### config.mk
export PLATFORM = sky130hd
export DESIGN_NAME = gc_pb_iteration_scheduler
export DESIGN_NICKNAME = d
export VERILOG_FILES = /design/src/rtl/gc_pb_iteration_scheduler.sv
export SDC_FILE = /design/constraint.sdc
export NUM_CORES = 1
export LEC_CHECK = 0
export ABC_AREA = 1
export CORE_MARGIN = 1.5
export CORE_UTILIZATION = 25
export DETAILED_ROUTE_END_ITERATION = 7
export SKIP_LAST_GASP = 1
export SLEW_MARGIN = 20
export SYNTH_ARGS = -nofsm -noshare
export SYNTH_HDL_FRONTEND = slang
export SYNTH_SLANG_ARGS = --single-unit
### constraint.sdc
create_clock -name clk -period 2.75 [get_ports clk]
set_input_delay 0.4125 -clock clk [delete_from_list [all_inputs] [get_ports clk]]
set_output_delay 0.4125 -clock clk [all_outputs]
set_load 0.02 [all_outputs]
### src/rtl/gc_pb_iteration_scheduler.sv
// Program-block iteration scheduler: walks each configured block through its
// iteration count and presents the live iteration in that block's bus slot.
module gc_pb_iteration_scheduler #(
  parameter int MAX_NO_OF_PROGRAM_BLOCKS = 12,
  parameter int ITERATION_VARIABLE_WIDTH = 16,
  parameter int PB_SEL_WIDTH             = 4
) (
  input  logic                                                              clk,
  input  logic                                                              reset_n,
  input  logic                                                              cfg_we,
  input  logic [PB_SEL_WIDTH-1:0]                                           cfg_addr,
  input  logic [ITERATION_VARIABLE_WIDTH-1:0]                               cfg_count,
  input  logic [PB_SEL_WIDTH-1:0]                                           num_blocks,
  input  logic                                                              start,
  input  logic                                                              stall,
  output logic signed [0:MAX_NO_OF_PROGRAM_BLOCKS*ITERATION_VARIABLE_WIDTH-1] iter_out,
  output logic [MAX_NO_OF_PROGRAM_BLOCKS-1:0]                               pb_active,
  output logic                                                              iter_valid,
  output logic                                                              busy,
  output logic                                                              done
);

  localparam int N = MAX_NO_OF_PROGRAM_BLOCKS;
  localparam int W = ITERATION_VARIABLE_WIDTH;
  localparam logic [PB_SEL_WIDTH-1:0] N_SEL    = PB_SEL_WIDTH'(N);
  localparam logic [PB_SEL_WIDTH-1:0] LAST_SEL = PB_SEL_WIDTH'(N - 1);

  typedef enum logic [1:0] {
    IDLE,
    RUN,
    DONE
  } state_t;

  state_t                  state;
  logic [PB_SEL_WIDTH-1:0] pb_idx;
  logic [PB_SEL_WIDTH-1:0] last_idx;
  logic [W-1:0]            iter;
  logic [W-1:0]            count_tbl [N];

  logic [W-1:0]            cur_count;
  logic                    step_done;
  logic [PB_SEL_WIDTH-1:0] clamped_last;

  assign cur_count = count_tbl[pb_idx];
  // A zero-count block consumes exactly one cycle, stall or not.
  assign step_done = (cur_count == '0) || (!stall && (iter == cur_count - W'(1)));
  assign clamped_last = (num_blocks >= N_SEL) ? LAST_SEL : (num_blocks - PB_SEL_WIDTH'(1));

  always_ff @(posedge clk or negedge reset_n) begin
    if (!reset_n) begin
      for (int unsigned i = 0; i < N; i++) begin
        count_tbl[i] <= '0;
      end
    end else if (cfg_we && (state == IDLE) && (cfg_addr < N_SEL)) begin
      count_tbl[cfg_addr] <= cfg_count;
    end
  end

  always_ff @(posedge clk or negedge reset_n) begin
    if (!reset_n) begin
      state    <= IDLE;
      pb_idx   <= '0;
      iter     <= '0;
      last_idx <= '0;
    end else begin
      case (state)
        IDLE: begin
          if (start) begin
            last_idx <= clamped_last;
            pb_idx   <= '0;
            iter     <= '0;
            state    <= (num_blocks == '0) ? DONE : RUN;
          end
        end
        RUN: begin
          if (step_done) begin
            iter <= '0;
            if (pb_idx == last_idx) begin
              pb_idx <= '0;
              state  <= DONE;
            end else begin
              pb_idx <= pb_idx + PB_SEL_WIDTH'(1);
            end
          end else if (!stall) begin
            iter <= iter + W'(1);
          end
        end
        DONE: begin
          pb_idx <= '0;
          iter   <= '0;
          state  <= IDLE;
        end
        default: state <= IDLE;
      endcase
    end
  end

  always_comb begin
    iter_out  = '0;
    pb_active = '0;
    for (int unsigned i = 0; i < N; i++) begin
      if ((state == RUN) && (pb_idx == PB_SEL_WIDTH'(i))) begin
        iter_out[i*W +: W] = iter;
        pb_active[i]       = 1'b1;
      end
    end
  end

  assign iter_valid = (state == RUN) && (cur_count != '0);
  assign busy       = (state != IDLE);
  assign done       = (state == DONE);

endmodule

run_1/congestion.png
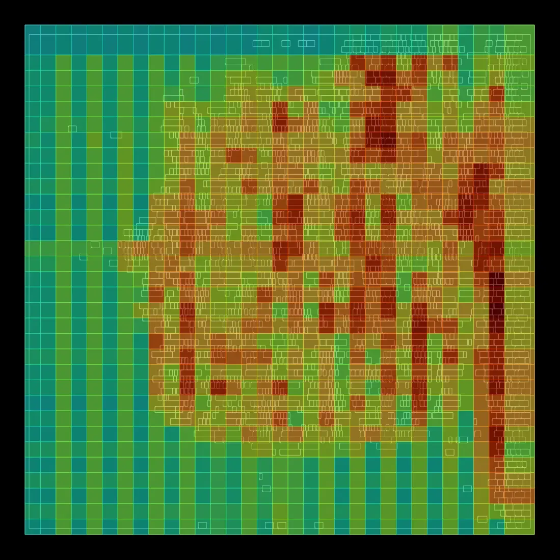
Routed wire per std cell: 16.7 um
Global Route Usage Sum: 0.172

run_1/flops_by_reg.png
Drawn at 2 px/um.
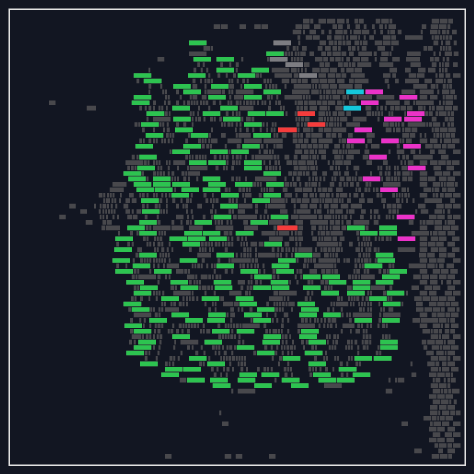
Key: magenta = iter [flops 16]; cyan = state [flops 2]; red = pb_idx [flops 4]; green = count_tbl [flops 192]

run_1/layer_met2.png
Drawn at 1 px/um.
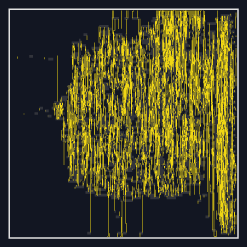
1,759 nets have wire on it. The wires run mostly vertical.

==> out/qor.csv, run 1 <==
stage,metric,value,unit
floorplan,Die Wd,227,um
final_timing,RSZ-0062 raised after global routing,true,
critical_path,CP Class,reg2reg,
final_timing,setup TNS,-15.82,ns
yosys,synthesized chip area reported by yosys,12600,um2
critical_path,crit path to,state[1],
grt,total gr overflow,0,
clock_tree,clk slew on worst S/H paths,0.06,ns
critical_path,Reg2Reg Setup Slack,-0.27,ns
floorplan,Die Ht,227,um
critical_path,FF-to-FF End,state[1],
yosys,"Top FF cell, synth",dfrtp_1,
final_timing,fin worst setup slack,-0.266,ns
floorplan,die area,51600,um2
critical_path,R2R Path Start,pb_idx[0],
critical_path,startpoint types,flop,
clock_tree,clk buf depth,3,
clock_tree,CTS tree,yes,
final_timing,Final period util,1.10,
yosys,main logic family after synthesis,simple AND/OR/NAND/NOR gates,
detailed_routing,Pre-antenna DRT Iters,5,
yosys,"Seq share, synth",0.434,
detailed_routing,WL final,48500,um
cells_and_area,logic share of the area,0.363,
yosys,top cells by count,"591 x nand2_1, 301 x nor2_1, 218 x dfrtp_1",
grt,vias in the first global route,12500,
floorplan,# IOs,236,
cells_and_area,flop share of the area,0.277,
final_timing,endpoints failing setup,163,
detailed_routing,WL met3,3160,um
run_status,failing checks,setup timing,
final_timing,Slew Limit Fails,0,
yosys,area fraction in compound gates,0.0996,
cells_and_area,Area Growth Syn to Fin,57.1,%
place,port buffer count,235,
yosys,xor/xnor share,0.0178,
run,OpenROAD warnings,33,
cells_and_area,Final clock-cell share,0.0405,
yosys,flip-flops with a built-in enable,0,
detailed_routing,DR vias/cell,4.61,
yosys,post-synthesis adder-cell area fraction,0.00796,
cells_and_area,Final Core Density,0.401,
final_timing,Slew HR,0.270,
cells_and_area,Post-layout nets,2260,
power_and_ir_drop,PD cells,851,nW/um2
run_status,status,finished with violations,
yosys,Yosys cell types,37,
place,dpl cell area,16700,um2
cells_and_area,Antenna Cells,0,
critical_path,crit path from,pb_idx[0],
place,dpl cells,2779,
cells_and_area,fraction of layout cells with a size suffix above 1,0.324,
cells_and_area,Top cells excl fill/tap,"566 x nand2_1, 216 x dfrtp_1, 204 x o21ai_0",
yosys,Post-synth ARST share,1.00,
## run 1: metal layers
layer | track usage | up-vias
met1 | 0.199 | 6331
met3 | 0.0241 | 122
met4 | 0.0551 | 0
met5 | 0 | -
li1 | - | 6420
met2 | 0.324 | 496
## run 1: flip-flops by register name, indices dropped and copies added, names as in the netlist
signal / cells
count_tbl: 192
last_idx: 4
state: 2
pb_idx: 4
iter: 16
## run 1: worst max-delay path, cell delays in order (launching register included)
cell and delay, ns:
dfrtp_4 0.56, buf_12 0.17, nor2_2 0.09, nor2_1 0.04, o21ai_1 0.07, nand2_1 0.07
nand2_2 0.08, nand2_2 0.07, nor2_4 0.18, ha_4 0.23, xnor2_1 0.12, nor2_1 0.15
nand3_1 0.11, nor2_1 0.12, nand4_1 0.12, nor2_2 0.18, nand3_4 0.13, nand2_8 0.13
buf_6 0.11, nand3_2 0.05, nor2_1 0.13
## run 1: timing repair
item | in CTS | in global routing
pin swaps | 37 | 48
hold buffers | 1 | 0
gates cloned | 7 | 8
setup endpoints to repair | 227 | 222
hold endpoints to repair | 61 | 0
gates resized | 919 | 583
buffers inserted | 39 | 31
## run 1: power by group
part | internal [mW] | total, mW | switching, mW
Combinational | 4.32 | 9.84 | 5.51
Clock | 1.90 | 3.27 | 1.37
Sequential | 3.47 | 3.70 | 0.223
Total | 9.70 | 16.8 | 7.11
## run 1: cells by family after synthesis
logic type / Yosys count
AND-OR/OR-AND: 241
XOR/XNOR: 24
adder cells (fa/ha/maj): 8
buffers and inverters: 330
flip-flops: 218
AND/OR/NAND/NOR: 1031
==> run 2: changes to the inputs <==
--- a/config.mk
+++ b/config.mk
@@ -9,6 +9,7 @@
 export CORE_MARGIN = 1.5
 export CORE_UTILIZATION = 25
 export DETAILED_ROUTE_END_ITERATION = 7
+export MAX_ROUTING_LAYER = met4
 export SKIP_LAST_GASP = 1
 export SLEW_MARGIN = 20
 export SYNTH_ARGS = -nofsm -noshare
==> constraint.sdc (replaced) <==
create_clock -name clk -period 2.5 [get_ports clk]
set_input_delay 0.375 -clock clk [delete_from_list [all_inputs] [get_ports clk]]
set_output_delay 0.375 -clock clk [all_outputs]
set_load 0.02 [all_outputs]
==> run 2 against run 1 <==
  * The run still ends with setup timing left
  * Critical path depth fell by 10
  * Sequential cell count stayed put
  * Combinational power down 17%
  * Power fell by 3.4%
  * Worst hold slack got worse by 0.073 ns
  * Clock power is 22% higher
  * Critical endpoint is now iter_out[185]
==> out/qor.csv, run 2 <==
stage,metric,value,unit
run_status,status,finished with violations,
run_status,failing checks,setup timing,
final_timing,Slew Limit Fails,0,
final_timing,Slew HR,0.576,
detailed_routing,DR vias/cell,4.47,
yosys,Yosys cell types,37,
yosys,main logic family after synthesis,simple AND/OR/NAND/NOR gates,
final_timing,RSZ-0062 raised after global routing,true,
yosys,"Seq share, synth",0.434,
critical_path,R2R Path Start,pb_idx[0],
place,port buffer count,235,
critical_path,startpoint types,flop,
yosys,top cells by count,"591 x nand2_1, 301 x nor2_1, 218 x dfrtp_1",
critical_path,crit path from,pb_idx[0],
cells_and_area,Largest regs,"count_tbl x192, iter x16",
yosys,synthesized chip area reported by yosys,12600,um2
grt,total gr overflow,0,
critical_path,Reg2Reg Setup Slack,-0.54,ns
yosys,xor/xnor share,0.0178,
cells_and_area,Post-layout nets,2203,
cells_and_area,Top cells excl fill/tap,"583 x nand2_1, 268 x nor2_1, 216 x dfrtp_1",
critical_path,CP bufs+invs,6,
critical_path,CP Class,reg2out,
clock_tree,clk slew on worst S/H paths,0.07,ns
clock_tree,clk buf depth,3,
cells_and_area,Largest register FFs,192,
grt,vias in the first global route,12300,
place,dpl cell area,16600,um2
cells_and_area,Area Growth Syn to Fin,39.3,%
final_timing,fin worst setup slack,-0.546,ns
floorplan,Die Wd,227,um
yosys,flip-flops with a built-in enable,0,
final_timing,endpoints failing setup,227,
clock_tree,CTS tree,yes,
yosys,"Top FF cell, synth",dfrtp_1,
floorplan,Die Ht,227,um
critical_path,cell family with most CP delay,buffers and inverters,
run,OpenROAD warnings,33,
detailed_routing,Pre-antenna DRT Iters,5,
critical_path,Max stage delay on crit path,0.44,ns
power_and_ir_drop,PD cells,927,nW/um2
critical_path,critical-path cell list,"buf_4, buf_12, buf_4, ha_1, nand2_2, nor2_4, inv_4, buf_12, nor2_1, clkdlybuf4s15_1",
cells_and_area,Top reg by flops,count_tbl,
cells_and_area,Final Core Density,0.356,
yosys,Post-synth ARST share,1.00,
yosys,post-synthesis adder-cell area fraction,0.00796,
run 2: worst paths after layout:
check	to
min in group clk	last_idx[0]
max reg2reg	state[1]
min	count_tbl[138]
max	iter_out[185]
min reg2reg	count_tbl[103]
max in group asynchronous	count_tbl[126]
run 2: per-stage QoR:
stage | instances | worst slack, ns | hold slack (ns)
floorplan | 1852 | -0.265 | 0.0794
global placement | 2776 | -0.538 | 0.355
detailed placement | 2776 | -0.561 | 0.361
CTS | 2840 | -0.487 | 0.386
global route | 2849 | -0.725 | 0.411
finish | 2849 | -0.546 | 0.374
run 2: cells by family after synthesis:
group                    Yosys count
adder cells (fa/ha/maj)            8
AND/OR/NAND/NOR                 1031
AND-OR/OR-AND                    241
flip-flops                       218
XOR/XNOR                          24
buffers and inverters            330
run 2: area by class of cell:
type | instances | area, um2
Timing Repair Buffer | 408 | 3510
Tap cell | 664 | 831
Clock buffer | 31 | 678
Clock inverter | 14 | 218
Inverter | 208 | 797
Multi-Input combinational cell | 1304 | 6010
Antenna cell | 1 | 2.50
Sequential cell | 218 | 5460
Fill cell | 5251 | 31700
Timing Repair inverter | 1 | 6.26
run 2: power breakdown:
part | internal [mW] | total (mW) | switching (mW)
Clock | 2.45 | 4.00 | 1.55
Sequential | 3.82 | 4.03 | 0.209
Combinational | 3.40 | 8.21 | 4.81
run 2: routing by layer:
layer  global-route usage  wire, um
met3               0.0249      2890
met5                    -         0
met4               0.0649      1640
met2                0.304     21700
met1                0.204     19000
run 2: timing repair:
action,CTS,global route
hold buffers,1,0
gates resized,541,185
endpoints found under the setup margin,227,228
endpoints found under the hold margin,49,0
pin swaps,23,20
gates cloned,4,1
setup buffers,14,8
run_2/detail.png
Region (94, 139) to (134, 179) um. Cells in grey, sequential cells in the stronger grey; small squares are vias.
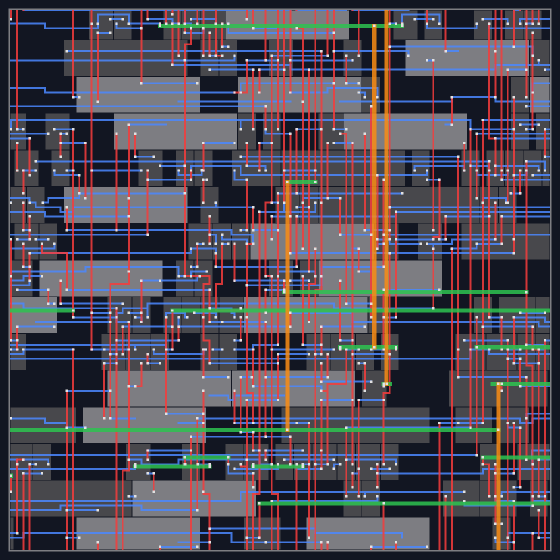
Key: green = metal 3; red = metal 2; orange = metal 4; blue = metal 1
Most frequent: nand2_1 (46), o21ai_0 (18), dfrtp_1 (17). Sequential cells in the window: 17. 125 logic cells have their middle in the window. Netlist names of flops here include count_tbl (17).

run_2/layer_met2.png
Drawn at 1 px/um.
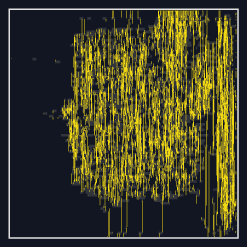
The longest straight run is 89.8 um. The layer holds 48% of the routed length. 1,642 nets have wire on it. The wires run mostly vertical. The layer carries 21.7 mm of wire.
WL final: 45,200 um
via count: 12,700
met2 Use GR: 0.304

Power and IR drop assume default switching activity.
